### src/rtl/wash_phase_timer_if.sv
// Control-FSM <-> phase-timer connection: run/phase/mode/lid requests in,
// done/remaining/status back out.
interface wash_phase_timer_if #(
    parameter int CNT_W = 8
);
    logic             timer_enable;
    logic [1:0]       phase_sel;
    logic             mode1;
    logic             mode2;
    logic             mode3;
    logic             lid;
    logic             timer_done;
    logic [CNT_W-1:0] remaining;
    logic             busy;
    logic             paused;

    // Control FSM side
    modport master (
        output timer_enable, phase_sel, mode1, mode2, mode3, lid,
        input  timer_done, remaining, busy, paused
    );

    // Timer side
    modport slave (
        input  timer_enable, phase_sel, mode1, mode2, mode3, lid,
        output timer_done, remaining, busy, paused
    );
endinterface

### src/rtl/wash_phase_timer.sv
// Phase timer/sequencer for the washing-machine controller. Loads a
// mode-scaled duration for the selected phase, counts it down in prescaled
// ticks, freezes while the lid is open and raises timer_done when elapsed.
module wash_phase_timer #(
    parameter int CNT_W    = 8,
    parameter int TICK_DIV = 1000,
    parameter int SOAK_T   = 4,
    parameter int WASH_T   = 8,
    parameter int RINSE_T  = 6,
    parameter int SPIN_T   = 5
) (
    input  logic                 clk,
    input  logic                 rst_n,
    wash_phase_timer_if.slave    bus
);
    // TICK_DIV may be as large as 2^16, so the prescaler needs 16 bits to
    // reach a terminal count of TICK_DIV-1.
    localparam int PRE_W = 16;
    localparam int DW    = CNT_W + 1;
    localparam logic [PRE_W-1:0] PRE_LAST = PRE_W'(TICK_DIV - 1);

    typedef enum logic [2:0] {
        IDLE,
        LOAD,
        COUNT,
        PAUSE,
        HOLD
    } state_t;

    state_t           state_reg, state_next;
    logic [CNT_W-1:0] remaining_reg, remaining_next;
    logic [PRE_W-1:0] pre_reg, pre_next;
    logic [1:0]       mode_reg, mode_next;
    logic [1:0]       phase_reg, phase_next;

    logic [1:0]       mode_in;
    logic [DW-1:0]    base_w;
    logic [DW-1:0]    scaled_w;
    logic [CNT_W-1:0] duration;
    logic             phase_changed;

    // Mode priority encode (mode3 highest) and duration for the current phase.
    always_comb begin
        mode_in  = 2'd0;
        base_w   = '0;
        scaled_w = '0;
        duration = '0;

        if (bus.mode3) begin
            mode_in = 2'd3;
        end else if (bus.mode2) begin
            mode_in = 2'd2;
        end else if (bus.mode1) begin
            mode_in = 2'd1;
        end

        case (bus.phase_sel)
            2'b00:   base_w = DW'(SOAK_T);
            2'b01:   base_w = DW'(WASH_T);
            2'b10:   base_w = DW'(RINSE_T);
            default: base_w = DW'(SPIN_T);
        endcase

        case (mode_reg)
            2'd3:    scaled_w = base_w << 1;
            2'd2:    scaled_w = base_w + (base_w >> 1);
            default: scaled_w = base_w;
        endcase

        // Top bit set means the result exceeds the counter range; a zero
        // duration is stretched to one tick so the phase still completes.
        if (scaled_w[CNT_W]) begin
            duration = '1;
        end else if (scaled_w[CNT_W-1:0] == '0) begin
            duration = CNT_W'(1);
        end else begin
            duration = scaled_w[CNT_W-1:0];
        end
    end

    assign phase_changed = (bus.phase_sel != phase_reg);

    // Next-state and datapath update; enable drop beats phase change beats lid.
    always_comb begin
        state_next     = state_reg;
        remaining_next = remaining_reg;
        pre_next       = pre_reg;
        mode_next      = mode_reg;
        phase_next     = phase_reg;

        case (state_reg)
            IDLE: begin
                if (bus.timer_enable) begin
                    state_next = LOAD;
                    mode_next  = mode_in;
                end
            end

            LOAD: begin
                phase_next = bus.phase_sel;
                if (!bus.timer_enable) begin
                    state_next     = IDLE;
                    remaining_next = '0;
                    pre_next       = '0;
                end else begin
                    state_next     = COUNT;
                    remaining_next = duration;
                    pre_next       = '0;
                end
            end

            COUNT: begin
                if (!bus.timer_enable) begin
                    state_next     = IDLE;
                    remaining_next = '0;
                    pre_next       = '0;
                end else if (phase_changed) begin
                    state_next = LOAD;
                end else if (bus.lid) begin
                    state_next = PAUSE;
                end else if (pre_reg == PRE_LAST) begin
                    pre_next       = '0;
                    remaining_next = remaining_reg - CNT_W'(1);
                    if (remaining_reg == CNT_W'(1)) begin
                        state_next = HOLD;
                    end
                end else begin
                    pre_next = pre_reg + PRE_W'(1);
                end
            end

            PAUSE: begin
                if (!bus.timer_enable) begin
                    state_next     = IDLE;
                    remaining_next = '0;
                    pre_next       = '0;
                end else if (!bus.lid) begin
                    state_next = COUNT;
                end
            end

            HOLD: begin
                if (!bus.timer_enable) begin
                    state_next     = IDLE;
                    remaining_next = '0;
                    pre_next       = '0;
                end else if (phase_changed) begin
                    state_next = LOAD;
                end
            end

            default: begin
                state_next     = IDLE;
                remaining_next = '0;
                pre_next       = '0;
            end
        endcase
    end

    // State and datapath registers.
    always_ff @(posedge clk or negedge rst_n) begin
        if (!rst_n) begin
            state_reg     <= IDLE;
            remaining_reg <= '0;
            pre_reg       <= '0;
            mode_reg      <= 2'd0;
            phase_reg     <= 2'd0;
        end else begin
            state_reg     <= state_next;
            remaining_reg <= remaining_next;
            pre_reg       <= pre_next;
            mode_reg      <= mode_next;
            phase_reg     <= phase_next;
        end
    end

    // Status decoded from registered state; only timer_done sees the lid.
    assign bus.remaining  = remaining_reg;
    assign bus.busy       = (state_reg != IDLE);
    assign bus.paused     = (state_reg == PAUSE);
    assign bus.timer_done = (state_reg == HOLD) & ~bus.lid;

endmodule

### src/flat_wrapper.sv
// flat-port wrapper written by rule: the top's interface ports become plain ports
module wash_phase_timer_flat 
#(
    parameter int CNT_W    = 8,
    parameter int TICK_DIV = 1000,
    parameter int SOAK_T   = 4,
    parameter int WASH_T   = 8,
    parameter int RINSE_T  = 6,
    parameter int SPIN_T   = 5
)
  (clk, rst_n, bus_timer_enable, bus_phase_sel, bus_mode1, bus_mode2, bus_mode3, bus_lid, bus_timer_done, bus_remaining, bus_busy, bus_paused);
  wash_phase_timer_if #(.CNT_W(CNT_W)) bus_i ();
  input  logic clk;
  input  logic rst_n;
  input wire logic [$bits(bus_i.timer_enable)-1:0] bus_timer_enable;
  input wire logic [$bits(bus_i.phase_sel)-1:0] bus_phase_sel;
  input wire logic [$bits(bus_i.mode1)-1:0] bus_mode1;
  input wire logic [$bits(bus_i.mode2)-1:0] bus_mode2;
  input wire logic [$bits(bus_i.mode3)-1:0] bus_mode3;
  input wire logic [$bits(bus_i.lid)-1:0] bus_lid;
  output wire logic [$bits(bus_i.timer_done)-1:0] bus_timer_done;
  output wire logic [$bits(bus_i.remaining)-1:0] bus_remaining;
  output wire logic [$bits(bus_i.busy)-1:0] bus_busy;
  output wire logic [$bits(bus_i.paused)-1:0] bus_paused;
  assign bus_i.timer_enable = bus_timer_enable;
  assign bus_i.phase_sel = bus_phase_sel;
  assign bus_i.mode1 = bus_mode1;
  assign bus_i.mode2 = bus_mode2;
  assign bus_i.mode3 = bus_mode3;
  assign bus_i.lid = bus_lid;
  assign bus_timer_done = bus_i.timer_done;
  assign bus_remaining = bus_i.remaining;
  assign bus_busy = bus_i.busy;
  assign bus_paused = bus_i.paused;
  wash_phase_timer #(.CNT_W(CNT_W), .TICK_DIV(TICK_DIV), .SOAK_T(SOAK_T), .WASH_T(WASH_T), .RINSE_T(RINSE_T), .SPIN_T(SPIN_T)) u_core (.clk(clk), .rst_n(rst_n), .bus(bus_i));
endmodule
### config.mk
export PLATFORM = sky130hd
export DESIGN_NAME = wash_phase_timer_flat
export DESIGN_NICKNAME = d
export VERILOG_FILES = /design/src/rtl/wash_phase_timer_if.sv /design/src/rtl/wash_phase_timer.sv /design/src/flat_wrapper.sv
export SDC_FILE = /design/constraint.sdc
export NUM_CORES = 1
export LEC_CHECK = 0
export CELL_PAD_IN_SITES_DETAIL_PLACEMENT = 1
export CELL_PAD_IN_SITES_GLOBAL_PLACEMENT = 2
export CORE_UTILIZATION = 31
export CTS_CLUSTER_SIZE = 10
export DETAILED_ROUTE_END_ITERATION = 10
export PLACE_DENSITY_LB_ADDON = 0.1
export SYNTH_ARGS = -nofsm -noshare
export SYNTH_HDL_FRONTEND = slang
export SYNTH_SLANG_ARGS = --single-unit
### constraint.sdc
create_clock -name clk -period 2.1 [get_ports clk]
set_input_delay 0.525 -clock clk [delete_from_list [all_inputs] [get_ports clk]]
set_output_delay 0.525 -clock clk [all_outputs]
set_load 0.1 [all_outputs]
==> impl_metrics.env <==
# physical design summary
export IMPL_status="finished, violations left"
export IMPL_violations="negative setup slack"
export IMPL_combPwrFrac=0.428
export IMPL_stdcell_area_mm2=0.00298
export IMPL_pre_cts_ws_ns=-0.350
export IMPL_fin_worst_skew_ns=0.00176
export IMPL_largest_reg_flops=16
export IMPL_placed_cells_incl_taps=370
export IMPL_power_switching_uw=962
export IMPL_crit_fanout=3
export IMPL_r2r_start="u_core.pre_reg[11]"
export IMPL_ys_cells=240
export IMPL_fin_nets=322
export IMPL_min_from="u_core.pre_reg[15]"
export IMPL_slowest_delay_ns=0.58
export IMPL_grt_ovfl_total=0
export IMPL_period_used=1.03
export IMPL_fin_ws_ns=-0.0732
export IMPL_dpl_cell_area_mm2=0.00275
export IMPL_initCoreUtil=0.323
export IMPL_setup_viol=13
export IMPL_yosysTopAreaCell="dfrtp_1"
export IMPL_gp_congestion=0.783
export IMPL_vdd_drop_max_mv=0.649
export IMPL_routedWlPerCell_um=16.8
export IMPL_grt_max_degree=32
export IMPL_num_rows=29
stage by stage:
| stage | power (µW) | hold slack [ns] |
|---|---|---|
| after floorplan | 1360 | 0.229 |
| after global placement | 1740 | 0.470 |
| after detailed placement | 1740 | 0.488 |
| after CTS | 2430 | 0.512 |
| after global routing | 2530 | 0.544 |
| final | 2420 | 0.517 |
kinds of logic after synthesis:
family | count (synthesis)
AOI/OAI and AO/OA | 70
xor gates and xnor gates | 4
adders and majority gates | 8
buffers and inverters | 22
DFF | 31
muxes | 6
and+or+nand+nor | 99
final timing paths:
path,endpoint,slack (ns),cells past startpoint
max,u_core.bus.remaining[0],-0.07,6
min,u_core.pre_reg[15],0.52,1
max reg2reg,u_core.bus.remaining[0],-0.07,6
min reg2reg,u_core.pre_reg[15],0.52,1
max in group asynchronous,u_core.state_reg[1],1.13,2
min in group asynchronous,u_core.state_reg[0],0.64,2
layer usage:
layer	up-vias	global-route usage	share of wire
met4	0	0.0524	0.011
met3	5	0.0336	0.027
met1	1022	0.283	0.52
met2	32	0.300	0.44
met5	-	0	0
li1	1009	-	-
cells in the final DEF (no fill, tap or decap), types with 4 or more instances in the layout:
cell	synthesis	layout
nand3_1	11	11
nand2_1	18	18
inv_1	10	10
dfrtp_1	31	29
buf_4	0	48
xnor2_1	4	4
nor3_1	11	11
nand2b_1	8	8
nor4_1	5	4
mux2i_1	4	4
o21ai_0	24	24
a21oi_1	11	9
o31ai_1	11	10
buf_6	0	5
clkbuf_8	0	6
clkdlybuf4s50_1	0	6
ha_1	8	7
nor3b_1	4	4
nor2_1	19	19
buf_12	0	9
final cells by class:
type                       count  area, µm²
clock inverter                 2       35.0
tap                           77       96.3
inverter                      10       37.5
fill                         730       3410
timing repair buffer          70        678
multi-input combinational    187       1270
sequential                    31        778
clock buffer                   6       82.6
power by group through the flow:
stage / registers (µW) / logic (µW) / clock network [µW]
global route: 760 / 1100 / 672
finish: 748 / 1030 / 633
CTS: 746 / 1030 / 654
floorplan: 964 / 395 / 0
detailed placement: 757 / 983 / 0
global placement: 757 / 980 / 0
what timing repair did:
item	CTS	global route
gates resized	15	6
endpoints found under the setup margin	19	24
buffers inserted	2	3
pin swaps	3	1
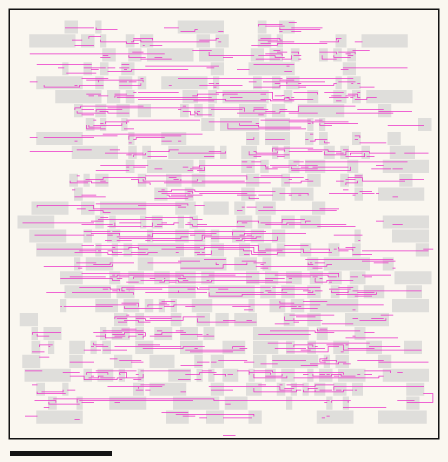
(met1 routing)
Scale bar: 20 µm.
- nets with wire on the layer: 296
- wire length on this layer: 3330 µm
- longest straight run: 50.1 µm
- share of all routed wire: 52%
- main direction: horizontal

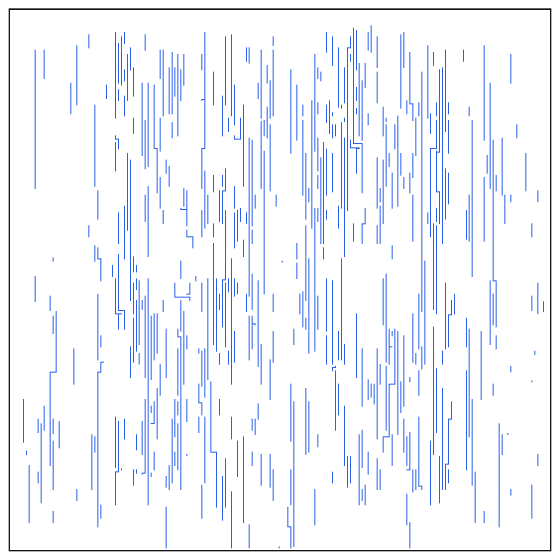
(the metal 2 layer)
- wire length on this layer: 2860 µm
- nets with wire on the layer: 268
- longest straight run: 37.1 µm

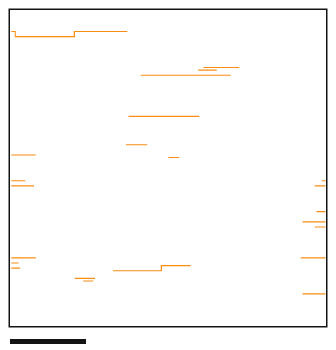
(the metal 3 layer)
Scale bar: 20 µm.
- share of all routed wire: 2.7%
- main direction: horizontal
grt met3 use: 0.0336
Post-Route WL: 6440 µm
total number of vias: 2068

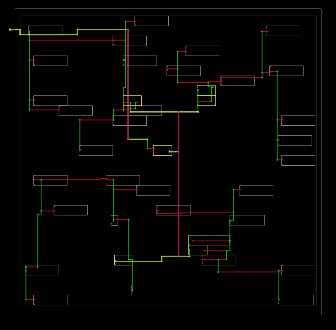
(clock routing)
clock buf count: 6
clk latency late pin: 0.29 ns
CTS buffer count: 5
clock network power: 633 µW

Power and IR drop assume default switching activity.
